## config.mk

```make
export PLATFORM = sky130hd
export DESIGN_NAME = wca_dsp_decim_accum
export DESIGN_NICKNAME = d
export VERILOG_FILES = /design/src/rtl/wca_dsp_decim_accum.sv
export SDC_FILE = /design/constraint.sdc
export NUM_CORES = 1
export LEC_CHECK = 0
export CAP_MARGIN = 20
export CELL_PAD_IN_SITES_DETAIL_PLACEMENT = 1
export CELL_PAD_IN_SITES_GLOBAL_PLACEMENT = 1
export CORE_ASPECT_RATIO = 1.1
export CORE_MARGIN = 5
export CORE_UTILIZATION = 45
export DETAILED_ROUTE_END_ITERATION = 16
export GPL_TIMING_DRIVEN = 0
export HOLD_SLACK_MARGIN = 0.05
export PLACE_DENSITY = 0.83
export SYNTH_ARGS = -nofsm -noshare
export SYNTH_HDL_FRONTEND = slang
export SYNTH_SLANG_ARGS = --single-unit
```

## constraint.sdc

```tcl
create_clock -name clock -period 11.15 [get_ports clock]
set_clock_uncertainty 0.15 [all_clocks]
set_input_delay 3.345 -clock clock [delete_from_list [all_inputs] [get_ports clock]]
set_output_delay 3.345 -clock clock [all_outputs]
set_load 0.1 [all_outputs]
```

## src/rtl/wca_dsp_decim_accum.sv

```systemverilog
// Integrate-and-dump decimator for complex I/Q samples: accumulates on strobe_in,
// dumps on strobe_dump, then rounds, shifts and saturates in a two-stage pipeline.
module wca_dsp_decim_accum #(
    parameter int IN_WIDTH  = 16,
    parameter int ACC_WIDTH = 40,
    parameter int OUT_WIDTH = 16
) (
    input  logic                        clock,
    input  logic                        reset,
    input  logic                        enable,
    input  logic                        strobe_in,
    input  logic                        strobe_dump,
    input  logic [5:0]                  shift,
    input  logic signed [IN_WIDTH-1:0]  din_i,
    input  logic signed [IN_WIDTH-1:0]  din_q,
    output logic signed [OUT_WIDTH-1:0] dout_i,
    output logic signed [OUT_WIDTH-1:0] dout_q,
    output logic                        strobe_out,
    output logic [23:0]                 dump_count,
    output logic                        sat
);

    localparam int EXT_WIDTH = ACC_WIDTH + 1;
    localparam logic [5:0] SHIFT_MAX = 6'(ACC_WIDTH - 1);
    localparam logic signed [EXT_WIDTH-1:0] OUT_MAX =
        {{(EXT_WIDTH-OUT_WIDTH+1){1'b0}}, {(OUT_WIDTH-1){1'b1}}};
    localparam logic signed [EXT_WIDTH-1:0] OUT_MIN =
        {{(EXT_WIDTH-OUT_WIDTH+1){1'b1}}, {(OUT_WIDTH-1){1'b0}}};
    localparam logic [23:0] COUNT_MAX = 24'hFFFFFF;

    // Channel 0 is I, channel 1 is Q; both share the counter and control path.
    logic signed [IN_WIDTH-1:0]  din_ch [2];
    logic signed [OUT_WIDTH-1:0] dout_reg [2];
    logic                        sat_hit [2];

    assign din_ch[0] = din_i;
    assign din_ch[1] = din_q;
    assign dout_i    = dout_reg[0];
    assign dout_q    = dout_reg[1];

    logic [23:0] count_reg;
    logic [23:0] count_inc;
    logic [23:0] s1_count_reg;
    logic [5:0]  s1_shift_reg;
    logic [5:0]  shift_clamped;
    logic        s1_valid_reg;

    assign count_inc     = (count_reg == COUNT_MAX) ? count_reg : count_reg + 24'd1;
    assign shift_clamped = (shift > SHIFT_MAX) ? SHIFT_MAX : shift;

    always_ff @(posedge clock) begin
        if (reset) begin
            count_reg    <= '0;
            s1_count_reg <= '0;
            s1_shift_reg <= '0;
            s1_valid_reg <= 1'b0;
            strobe_out   <= 1'b0;
            dump_count   <= '0;
            sat          <= 1'b0;
        end else if (!enable) begin
            // Dropping enable discards anything pending in stage 1.
            count_reg    <= '0;
            s1_valid_reg <= 1'b0;
            strobe_out   <= 1'b0;
        end else begin
            strobe_out   <= s1_valid_reg;
            s1_valid_reg <= strobe_dump;
            if (s1_valid_reg) begin
                dump_count <= s1_count_reg;
                sat        <= sat | sat_hit[0] | sat_hit[1];
            end
            if (strobe_dump) begin
                s1_count_reg <= strobe_in ? count_inc : count_reg;
                s1_shift_reg <= shift_clamped;
                count_reg    <= '0;
            end else if (strobe_in) begin
                count_reg <= count_inc;
            end
        end
    end

    for (genvar gi = 0; gi < 2; gi++) begin : g_ch
        logic signed [ACC_WIDTH-1:0] acc_reg;
        logic signed [ACC_WIDTH-1:0] s1_sum_reg;
        logic signed [ACC_WIDTH-1:0] din_ext;
        logic signed [ACC_WIDTH-1:0] sum_next;
        logic signed [EXT_WIDTH-1:0] sum_ext;
        logic signed [EXT_WIDTH-1:0] rnd;
        logic signed [EXT_WIDTH-1:0] y;
        logic signed [OUT_WIDTH-1:0] out_next;
        logic                        hit;

        assign din_ext  = {{(ACC_WIDTH-IN_WIDTH){din_ch[gi][IN_WIDTH-1]}}, din_ch[gi]};
        assign sum_next = acc_reg + (strobe_in ? din_ext : '0);

        // One extra bit of headroom keeps the rounding add from overflowing.
        always_comb begin
            sum_ext  = {s1_sum_reg[ACC_WIDTH-1], s1_sum_reg};
            rnd      = '0;
            if (s1_shift_reg != 6'd0)
                rnd = {{(EXT_WIDTH-1){1'b0}}, 1'b1} << (s1_shift_reg - 6'd1);
            y        = (sum_ext + rnd) >>> s1_shift_reg;
            out_next = y[OUT_WIDTH-1:0];
            hit      = 1'b0;
            if (y > OUT_MAX) begin
                out_next = OUT_MAX[OUT_WIDTH-1:0];
                hit      = 1'b1;
            end else if (y < OUT_MIN) begin
                out_next = OUT_MIN[OUT_WIDTH-1:0];
                hit      = 1'b1;
            end
        end

        assign sat_hit[gi] = hit;

        always_ff @(posedge clock) begin
            if (reset) begin
                acc_reg      <= '0;
                s1_sum_reg   <= '0;
                dout_reg[gi] <= '0;
            end else if (!enable) begin
                acc_reg <= '0;
            end else begin
                if (strobe_dump) begin
                    s1_sum_reg <= sum_next;
                    acc_reg    <= '0;
                end else if (strobe_in) begin
                    acc_reg <= sum_next;
                end
                if (s1_valid_reg)
                    dout_reg[gi] <= out_next;
            end
        end
    end

endmodule

```

**Run 1: met4 routing**

Bar = 50 um. Supply wires on this layer in grey.
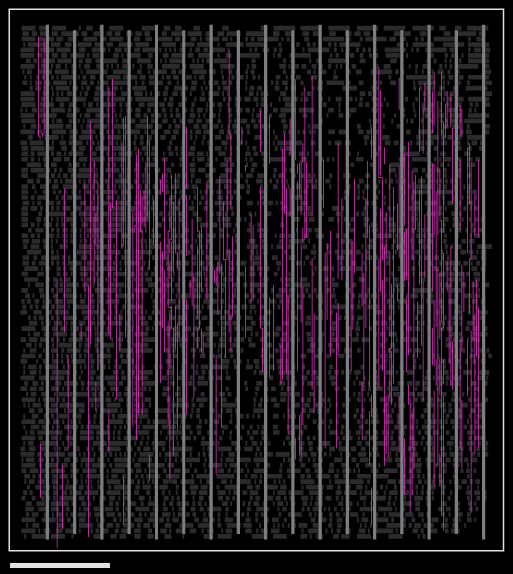
The wires run mostly vertical. The layer carries 9980 um of wire. The longest straight run is 134 um.
detailed-route via count: 31780
drt total wl: 138.7 mm

**Run 1: routing congestion map**

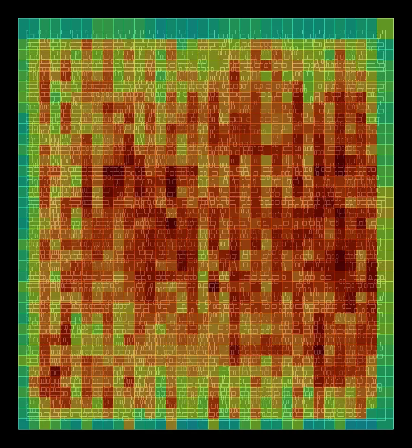
met2 Use GR: 65.55%
met1 Track Usage GR: 49.64%
GRT Total Usage: 40.09%
met3 Use GR: 7.326%
Wirelength per Cell: 29.82 um

==> out/qor.yml, run 1 <==
status: "finished with violations"
violations: "negative setup slack"
netlist.area_leader.share_pct: 17.61
worst_pin_slew_ps: 1228
hold_ws_ps: 318.2
worst_slack_ps: -0.2167
p_leak_nw: 12.09
p_comb_share_pct: 28.6
tritoncts: "built"
critPathBufInv: 10
area_leaders: "dfxtp_1, ha_1, a21oi_1, nand2_1, mux2i_1"
maxPowerGroup: "clock"
rsz0062_at_grt: "no"
fmax_mhz: 89.68
logic_area_sq_um: 20390
setup_viol_count_final: 1
antenna-diode-count: 2
areaGrowthSynthToFinish_pct: 11.86
drcViolationCount: 0
p_per_area_nw_per_um2: 96.72
register_area_sq_um: 5786
**Run 1: cells coloured by class**

Bar = 50 um. Fill, decap, tap and diode cells in grey.
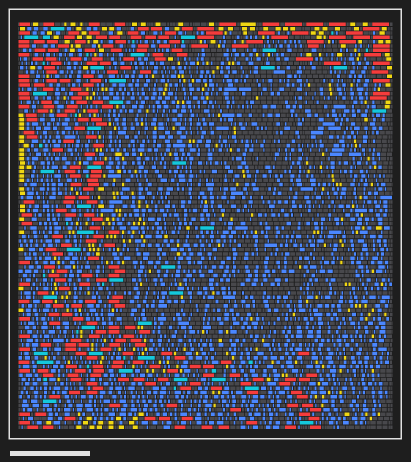
Key: red = flip-flops [cells 273]; cyan = clock drivers and dummy loads [cells 56]; blue = all other logic [cells 3133]; yellow = other buffers and delay cells [cells 373]
Final Util: 50.98%
Final Cell Area: 30640 sq um
row count: 94
CORE AREA: 60100 sq um

## run 1: worst min-delay path, stage by stage, from the launching register on
cell and delay (ps):
dfxtp_1 310, nand2_1 60, a21oi_1 50
## run 1: final timing paths
| check | from | end | depth (start not counted) |
|---|---|---|---|
| hold / removal | g_ch[0].s1_sum_reg[23] | g_ch[0].s1_sum_reg[23] | 2 |
| setup / recovery | s1_shift_reg[2] | dout_reg[1][9] | 28 |
| setup reg to reg | s1_shift_reg[2] | dout_reg[1][9] | 28 |
| hold reg to reg | g_ch[0].s1_sum_reg[23] | g_ch[0].s1_sum_reg[23] | 2 |
## run 1: per-layer routing
metal	track usage (%)	up-vias	part of all wire, %
met5	0	-	0.0094
met4	23.66	2	7.2
met3	7.326	496	8.6
met2	65.55	1614	45
met1	49.64	15606	40
li1	-	14062	-
==> inputs of run 2 (changes only) <==
--- a/config.mk
+++ b/config.mk
@@ -18,3 +18,4 @@
 export SYNTH_ARGS = -nofsm -noshare
 export SYNTH_HDL_FRONTEND = slang
 export SYNTH_SLANG_ARGS = --single-unit
+export TNS_END_PERCENT = 5
**Run 2: cells coloured by class**

Bar = 50 um. Fill, decap, tap and diode cells in grey.
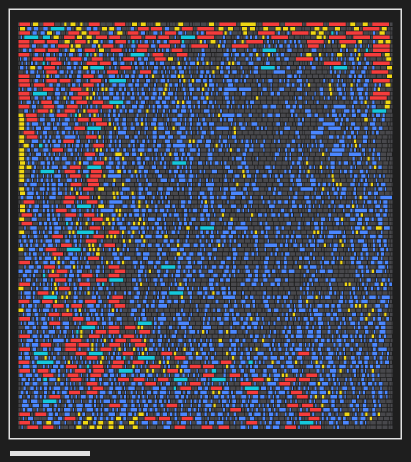
Final Cell Area: 30650 sq um
flop share of the area: 18.88%
Final Util: 50.99%

**Run 2: the metal 1 layer**

Supply wires on this layer in grey.
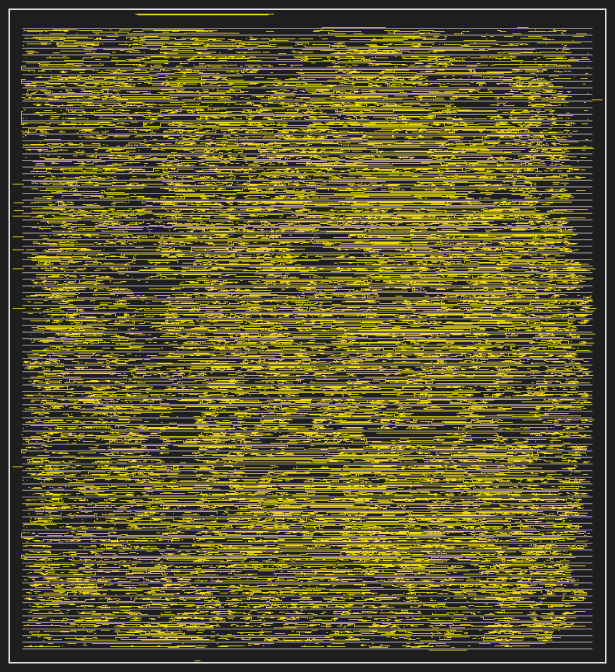
The wires run mostly horizontal. The longest straight run is 95.2 um. 3871 nets have wire on it. The layer carries 54.7 mm of wire. The layer holds 39% of the routed length.
detailed-route via count: 31788
met1 Track Usage GR: 49.75%
drt total wl: 138.9 mm

==> out/qor.yml, run 2 <==
status: "finished, final reports clean"  # was finished with violations
rr_endpoint: "dout_reg[0][11]"  # was dout_reg[1][9]
whs_path_depth: 2  # unchanged
areaGrowthSynthToFinish_pct: 11.88  # was 11.86%
logic_area_sq_um: 20400  # was 20390 sq um
hold_ws_ps: 318.1  # was 318.2 ps
core_area_sq_um: 60100  # unchanged
num_rows: 94  # unchanged
p_comb_share_pct: 28.6  # about the same
worst_slack_ps: 128.4  # was -0.2167 ps
register_area_sq_um: 5786  # unchanged
rr_worst_depth: 29  # was 28
cp-startpoint: "s1_shift_reg[2]"  # unchanged
netlist.area_leader.share_pct: 17.61  # unchanged
wl_per_cell_um: 29.84  # was 29.82 um
area_leaders: "dfxtp_1, ha_1, a21oi_1, nand2_1, mux2i_1"  # unchanged
tritoncts: "built"  # unchanged
hp-start: "g_ch[0].s1_sum_reg[26]"  # was g_ch[0].s1_sum_reg[23]
rsz0062_at_grt: "no"  # unchanged
p_per_area_nw_per_um2: 96.80  # was 96.72 nW/um^2
worst_pin_slew_ps: 1213  # was 1228 ps
drcViolationCount: 0  # unchanged
whs_endpoint: "g_ch[0].s1_sum_reg[26]"  # was g_ch[0].s1_sum_reg[23]
**Run 2: local utilization**

25 x 27 tiles, from white (low) to dark blue (high), 0 to 100% covered.
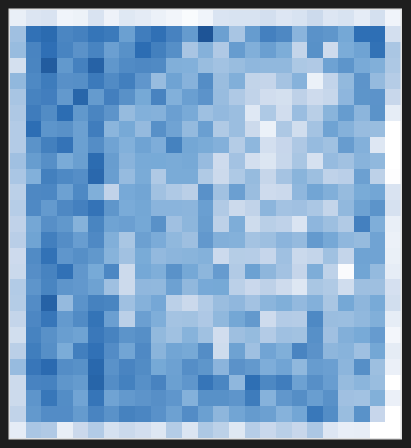
The fullest tile reaches 85%. 2.1% of the tiles are over 75% full. 1.2% of the tiles are nearly empty. The mean over all tiles is 45%.
FP Core Util: 45.58%

-- run 2: cell counts after synthesis --
No cell type changed its count.
-- run 2: worst max-delay path, delay by kind of cell (launching register included) --
family,cells,cell delay (ps)
compound gates,10,3380
fa+ha+maj,2,820
simple gates,7,2310
buf+inv,10,3490
flops,1,530
-- run 2: layer usage --
metal  vias up  routed length [um]
met3       502               12270
met4         2               10220
met2      1658               61650
met5         -                  13
met1     15559               54690
li1      14067                   -
-- run 2: logic make-up after synthesis --
kind of cell | Yosys count | synth area share [%]
adder cells (fa/ha/maj) | 144 | 6.523
buffers and inverters | 333 | 4.769
AND/OR/NAND/NOR | 1375 | 24.55
multiplexers | 183 | 7.674
flip-flops | 273 | 21.12
XOR/XNOR | 173 | 5.559
AND-OR/OR-AND | 1190 | 29.80
Power and IR drop assume default switching activity.
